**src/rtl/pc_pkg.sv**
```systemverilog
// Shared types and constants for the fetch-stage program-counter generator.
package pc_pkg;

    typedef enum logic [1:0] {
        BOOT  = 2'd0,
        RUN   = 2'd1,
        SLEEP = 2'd2
    } pc_state_t;

    // Numeric order doubles as redirect priority (higher value wins).
    typedef enum logic [1:0] {
        SRC_NONE = 2'd0,
        SRC_JUMP = 2'd1,
        SRC_MRET = 2'd2,
        SRC_TRAP = 2'd3
    } redir_src_t;

    localparam int INC_WORD = 4;
    localparam int INC_HALF = 2;

endpackage

```
**src/rtl/pc_redirect_arb.sv**
```systemverilog
// Combinational redirect arbiter: picks trap > mret > jump and qualifies the
// winning target's alignment.
module pc_redirect_arb
    import pc_pkg::*;
#(
    parameter int XLEN   = 32,
    parameter int IALIGN = 4
) (
    input  logic             jump,
    input  logic [XLEN-1:0]  jump_pc,
    input  logic             mret,
    input  logic [XLEN-1:0]  mret_pc,
    input  logic             trap,
    input  logic [XLEN-1:0]  trap_pc,
    output redir_src_t       winner,
    output logic [XLEN-1:0]  target,
    output logic             aligned
);

    localparam logic [XLEN-1:0] LOW_MASK = XLEN'(IALIGN - 1);

    always_comb begin
        winner  = SRC_NONE;
        target  = '0;
        aligned = 1'b1;
        if (trap) begin
            // Trap vectors are trusted; just clear the sub-alignment bits.
            winner = SRC_TRAP;
            target = trap_pc & ~LOW_MASK;
        end else if (mret) begin
            winner  = SRC_MRET;
            target  = mret_pc;
            aligned = ((mret_pc & LOW_MASK) == '0);
        end else if (jump) begin
            winner  = SRC_JUMP;
            target  = jump_pc;
            aligned = ((jump_pc & LOW_MASK) == '0);
        end
    end

endmodule

```
**src/rtl/pc_unit.sv**
```systemverilog
// Fetch-stage program counter with prioritised redirects, a pending-redirect
// buffer for stalled fetch, misaligned-target rejection and WFI sleep.
//
//   state | meaning
//   BOOT  | single cycle after reset, pc not yet presented
//   RUN   | pc presented to fetch, advancing / redirecting
//   SLEEP | after WFI; waits for irq_pending or trap
module pc_unit
    import pc_pkg::*;
#(
    parameter int              XLEN         = 32,
    parameter logic [XLEN-1:0] RESET_VECTOR = '0,
    parameter int              IALIGN       = 4
) (
    input  logic             clk,
    input  logic             rst,
    input  logic             fetch_ready,
    input  logic             fetch_is_rvc,
    input  logic             jump,
    input  logic [XLEN-1:0]  jump_pc,
    input  logic             mret,
    input  logic [XLEN-1:0]  mret_pc,
    input  logic             trap,
    input  logic [XLEN-1:0]  trap_pc,
    input  logic             wfi,
    input  logic             irq_pending,
    output logic [XLEN-1:0]  pc,
    output logic             pc_valid,
    output logic             misalign,
    output logic [XLEN-1:0]  misalign_addr,
    output logic             sleeping
);

    pc_state_t        state_q, state_d;
    redir_src_t       winner;
    logic [XLEN-1:0]  target;
    logic             aligned;

    logic             pend_v_q, pend_v_d;
    logic [XLEN-1:0]  pend_pc_q, pend_pc_d;
    redir_src_t       pend_src_q, pend_src_d;

    logic [XLEN-1:0]  pc_d;
    logic [XLEN-1:0]  step;
    logic             misalign_d;
    logic [XLEN-1:0]  misalign_addr_d;

    pc_redirect_arb #(
        .XLEN   (XLEN),
        .IALIGN (IALIGN)
    ) u_arb (
        .jump    (jump),
        .jump_pc (jump_pc),
        .mret    (mret),
        .mret_pc (mret_pc),
        .trap    (trap),
        .trap_pc (trap_pc),
        .winner  (winner),
        .target  (target),
        .aligned (aligned)
    );

    assign step = (IALIGN == 2 && fetch_is_rvc) ? XLEN'(INC_HALF) : XLEN'(INC_WORD);

    always_comb begin
        state_d         = state_q;
        pc_d            = pc;
        pend_v_d        = pend_v_q;
        pend_pc_d       = pend_pc_q;
        pend_src_d      = pend_src_q;
        misalign_d      = 1'b0;
        misalign_addr_d = misalign_addr;
        case (state_q)
            BOOT: state_d = RUN;
            RUN: begin
                if (winner != SRC_NONE && aligned) begin
                    if (fetch_ready) begin
                        pc_d     = target;
                        pend_v_d = 1'b0;
                    end else if (!pend_v_q || winner >= pend_src_q) begin
                        pend_v_d   = 1'b1;
                        pend_pc_d  = target;
                        pend_src_d = winner;
                    end
                end else begin
                    // A rejected (misaligned) redirect behaves like no request,
                    // except that it still blocks WFI.
                    if (winner != SRC_NONE) begin
                        misalign_d      = 1'b1;
                        misalign_addr_d = target;
                    end
                    if (fetch_ready) begin
                        if (pend_v_q) begin
                            pc_d     = pend_pc_q;
                            pend_v_d = 1'b0;
                        end else begin
                            pc_d = pc + step;
                        end
                        if (wfi && winner == SRC_NONE) state_d = SLEEP;
                    end
                end
            end
            SLEEP: begin
                if (trap) begin
                    state_d  = RUN;
                    pc_d     = target;
                    pend_v_d = 1'b0;
                end else if (irq_pending) begin
                    state_d = RUN;
                end
            end
            default: state_d = BOOT;
        endcase
    end

    always_ff @(posedge clk) begin
        if (rst) begin
            state_q       <= BOOT;
            pc            <= RESET_VECTOR;
            pc_valid      <= 1'b0;
            sleeping      <= 1'b0;
            misalign      <= 1'b0;
            misalign_addr <= '0;
            pend_v_q      <= 1'b0;
            pend_pc_q     <= '0;
            pend_src_q    <= SRC_NONE;
        end else begin
            state_q       <= state_d;
            pc            <= pc_d;
            pc_valid      <= (state_d == RUN);
            sleeping      <= (state_d == SLEEP);
            misalign      <= misalign_d;
            misalign_addr <= misalign_addr_d;
            pend_v_q      <= pend_v_d;
            pend_pc_q     <= pend_pc_d;
            pend_src_q    <= pend_src_d;
        end
    end

endmodule
```
**config.mk**
```make
export PLATFORM = sky130hd
export DESIGN_NAME = pc_unit
export DESIGN_NICKNAME = d
export VERILOG_FILES = /design/src/rtl/pc_pkg.sv /design/src/rtl/pc_redirect_arb.sv /design/src/rtl/pc_unit.sv
export SDC_FILE = /design/constraint.sdc
export NUM_CORES = 1
export LEC_CHECK = 0
export CAP_MARGIN = 5
export CORE_ASPECT_RATIO = 0.7
export CORE_MARGIN = 1
export CORE_UTILIZATION = 45
export DETAILED_ROUTE_END_ITERATION = 12
export PLACE_DENSITY = 0.74
export SLEW_MARGIN = 20
export SYNTH_ARGS = -nofsm -noshare
export SYNTH_HDL_FRONTEND = slang
export SYNTH_SLANG_ARGS = --single-unit
```
**constraint.sdc**
```tcl
create_clock -name clk -period 5.3 [get_ports clk]
set_input_delay 1.06 -clock clk [delete_from_list [all_inputs] [get_ports clk]]
set_output_delay 1.06 -clock clk [all_outputs]
set_load 0.01 [all_outputs]
```
==> run summary <==
Numbers from the implementation run.

Per the final report, max-transition violations number 0. The number of instances in the synthesized netlist is between 700 and 800. The flow ran to the end, and the final reports show no timing, DRC or antenna violations.

Setup slack on the worst path after placement came out at about 1.6 ns. Yosys mapped a number of flops with a built-in enable equal to 0. The die extent in x is 136 microns. The final layout net count is around 970. The fraction of final layout cells with drive strength greater than 1 is 0.0466. The region available for standard cell placement spans around 12000 sq um.

The library cell contributing the largest single delay on the critical path is nand4b_1. In the CTS report, the clock slew at the register clock pins of the worst setup and hold paths is listed as ~0.070 ns. The launch point of the worst min-delay path is recorded as misalign_addr[2]. The final weighted congestion recorded by global placement is ~0.88. The final setup TNS is 0 ns. The cell at the root of the clock tree is clkbuf_16. The mean post-synth cell area is around 7.8 sq um. In the synthesized netlist, the cells that appear most often are nand2_1 (117), dfxtp_1 (104), a21oi_1 (65), nor2_1 (54), o21ai_0 (52). At the worst endpoint, the arrival time is approximately 3.6 ns.

The critical path goes through clkdlybuf4s50_1 -> or4b_1 -> nand4b_1 -> or3_1 -> a41o_1 -> a22o_1. Of the synthesized area, sequential elements account for 0.369. The OpenROAD warning count is 32. The critical path start-end classification is in2reg. The largest stage delay on the critical path is between 0.6 and 0.7 ns. The share of the synthesized area in the top cell type is 0.369. The total setup violations reported at the end of the flow is 0. For this design the ratio of total power to cell area is ~250 nW/um^2. Entering global routing, the biggest net connects 80 pins. Counting every sink on the clock net gives 104. The instance area after placement is about 7400 sq um. For this run, design rule violations remaining after detail routing come to 0. The top cell type by instance count after synthesis is nand2_1. Hold repair after CTS inserted 0 buffers.

The vertical die dimension is 95.6 microns. The dominant synthesized flop cell is dfxtp_1. The final antenna diode tally reported by the flow is 0. In this run the worst setup path begins at mret.

Pin placement for this block handled between 150 and 200 I/O pins. The final period utilization is 0.640. Counting only logic cells after layout, the most numerous master is clkdlybuf4s50_1. The report lists the number of standard-cell rows as 33. The overall chip area is ~13000 sq um.

The largest vdd supply drop is between 0.0002 and 0.00025 V. After synthesis the netlist holds a flip-flop and latch count of about 100. The placement report lists the number of port buffers as roughly 170.

The global-route wire length before repair is a little under 30000 microns. The endpoint of the most critical register-to-register path is pc[27]. As reported, the later end of the worst-skew pair has a clock insertion delay of around 0.34 ns. Setup repair after global routing left no endpoint under its margin.

The iteration tally of the first detailed-router pass is 5. In the layout the commonest cells are clkdlybuf4s50_1 (166), nand2_1 (117), dfxtp_1 (104). The number of different library cells used by synthesis comes to approximately 60. Looking at the clock tree report, the H-tree level count equals 3. Looking at the hold checks, the worst path lands on misalign_addr[2]. The count of routing violations after the opening detailed-route iteration is 573.

The yosys cell count is slightly above 700. The worst hold-check path type is reg2reg. The number of buffers between clock root and the deepest sink is 2.

STA classifies the critical path startpoint as an input port. The initial utilization of the core area, before any placement, comes to 0.472. Together, buffers and inverters on the worst path number 1. The kind of cell with the highest combined delay along the critical path is simple AND/OR/NAND/NOR gates. The maximum fanout along the worst path is 16. Hold-check failures listed in the final report amount to 0. The data required time reported for the critical path is between 5 and 6 ns. In this run the remaining antenna-violating nets after routing total 0. The cell leakage power is 0.00266 uW. The via count of the first global-routing pass is 5402. The normalized max-slew margin is 0.291. Counting buffers and inverters, the worst setup path is 6 cells deep. The launch point of the worst register-to-register path is recorded as state_q[0]. The number of max-cap violations is 0. The chip area line in the Yosys stat output reads 5640 sq um. By area the synthesized netlist is led by dfxtp_1 (37%), nand2_1 (7.8%), mux2i_1 (6.4%), a21oi_1 (5.8%), o21ai_0 (4.6%).

Note, the detailed placer reported a final HPWL of about 14000 microns. The mapped netlist covers 5640 sq um. The number of vias per cell is between 5 and 6. Counting the buffers created by CTS gives 9.

The average detailed-routed wire length per instance is 19.2 microns. After clock tree synthesis, the repair step resized 0 gates. TritonCTS built the clock tree. The number of antenna violations at the first check in global routing is 0. The reg-to-reg setup timing slack is between 2 and 3 ns. Counting I/O delays and the setup requirement, the final critical path takes 3.39 ns.
tightest hold or removal path: cells and delay by family, from the launching register on:
kind	cells	cell delay [ns]
compound gates	1	0.05
flops	1	0.31
simple gates	1	0.05
cells by family (layout without fill, tap and decap cells):
kind of cell             after synthesis  count (layout)  share of synthesized area
multiplexers                          36              36                     0.0639
buffers and inverters                 67             205                     0.0491
AND/OR/NAND/NOR                      271             271                      0.234
XOR/XNOR                              15              15                     0.0233
AND-OR/OR-AND                        220             220                      0.245
adder cells (fa/ha/maj)                7               7                     0.0155
flip-flops                           104             104                      0.369
cell type report:
cell class	count	area, sq um
tap	157	196
inverter	9	33.8
multi-input combinational	549	3280
timing repair buffer	180	1770
fill	1025	4300
clock inverter	3	17.5
sequential	104	2080
clock buffer	13	250
stage by stage:
stage,std cells,total power [uW],hold WS [ns],utilization
2_1_floorplan,720,1090,0.451,-
3_3_place_gp,999,1290,0.443,0.617
3_5_place_dp,999,1300,0.449,0.617
4_1_cts,1015,1920,0.459,0.640
5_1_grt,1015,1990,0.475,0.640
6_report,1015,1920,0.456,0.640
where the power goes:
part	internal (uW)	switching [uW]	total [uW]
Sequential	822	50.2	872
Combinational	204	214	418
Clock	331	297	629
sequential cells by signal, summed over array words and instances (netlist names):
name           cells
pend_pc_q         32
pend_src_q         2
misalign_addr     32
pc                32
pc_valid           1
state_q            2
sleeping           1
misalign           1
pend_v_q           1
metal layers:
metal / vias up / global-route usage / share of wire / routed length, microns
met4: 0 / 0.0618 / 0.0094 / 182
met5: - / 0 / 0 / 0
met1: 2869 / 0.419 / 0.45 / 8840
met3: 18 / 0.0617 / 0.099 / 1920
met2: 291 / 0.447 / 0.44 / 8500
li1: 2857 / - / - / -
==> images/sizes.png <==
Scale bar: 50 microns.
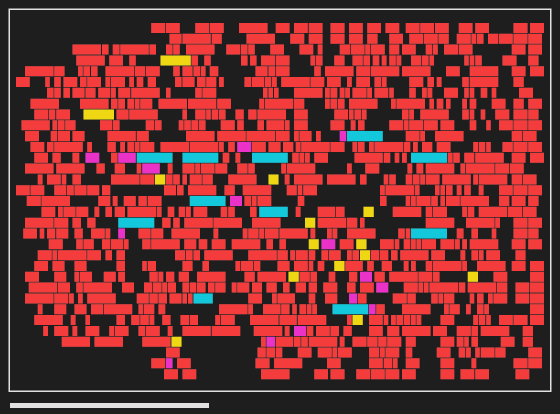
_6 and larger: drawn in cyan, cells 11, most used clkbuf_16. _3 and _4 cells: drawn in yellow, cells 14, most used buf_4. _0 and _1 cells: drawn in red, cells 818, most used clkdlybuf4s50_1. _2 cells: drawn in magenta, cells 15.
Area growth syn-to-layout: 35.5%
post-layout worst setup margin: 1.91 ns
Signal buffers: 180
Finished Cell Area: 7630 sq um

==> images/layer_met2.png <==
Scale bar: 50 microns. Cells faint in the background.
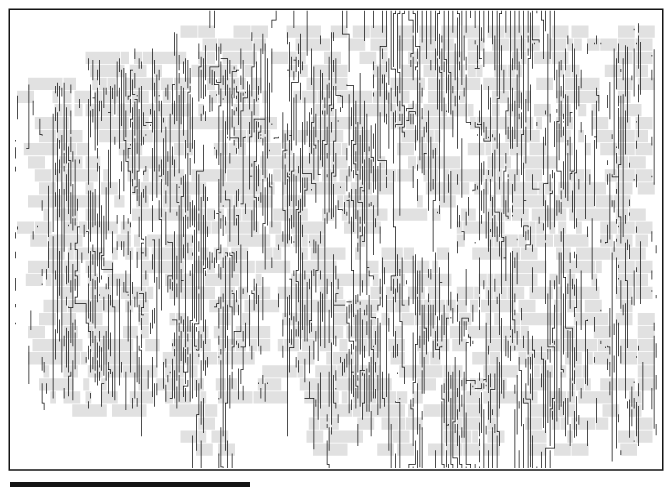
804 nets have wire on it. The longest straight run is 49.3 microns. The wires run mostly vertical. The layer carries 8500 microns of wire.
Vias: 6035
total routed wirelength: 19400 microns
met2 layer usage reported by global route: 0.447

==> images/detail.png <==
Scale bar: 10 microns. Region (48, 9) to (88, 49) microns. Cells in grey, sequential cells in the stronger grey; small squares are vias.
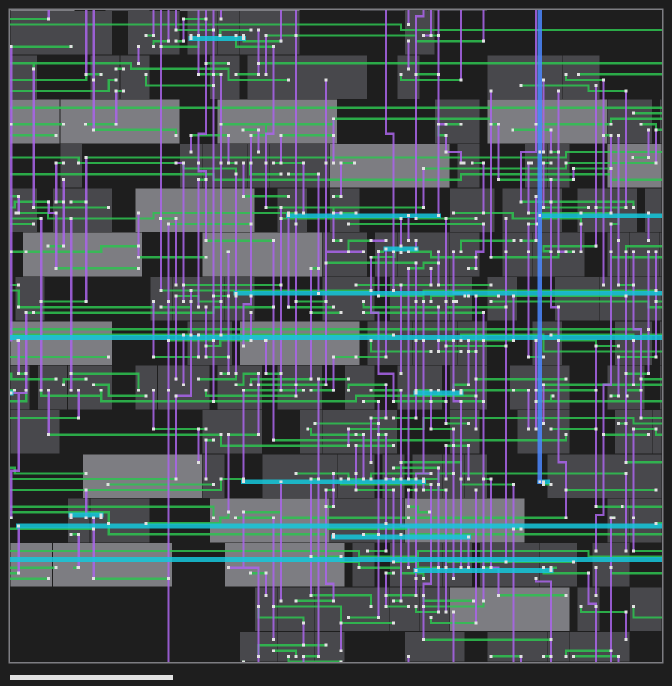
metal 3: drawn in cyan. metal 1: drawn in green. metal 4: drawn in blue. metal 2: drawn in purple.
Most frequent: dfxtp_1 (15), nor2_1 (13), a21oi_1 (9). Netlist names of flops here include pend_pc_q (6), pc (5), state_q (2). Sequential cells in the window: 15. 121 logic cells have their middle in the window.

==> images/congestion.png <==
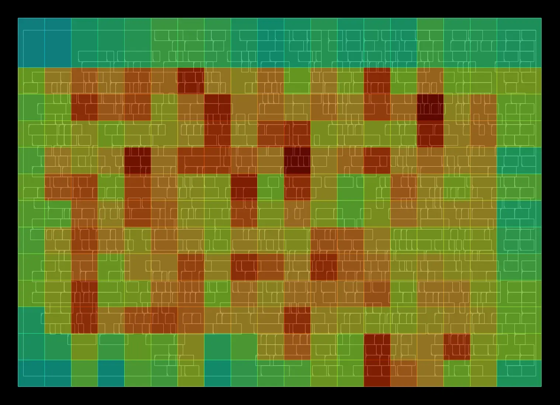
Total Routing Usage GR: 0.292
global routing's busiest layer: met2

Power and IR drop assume default switching activity.
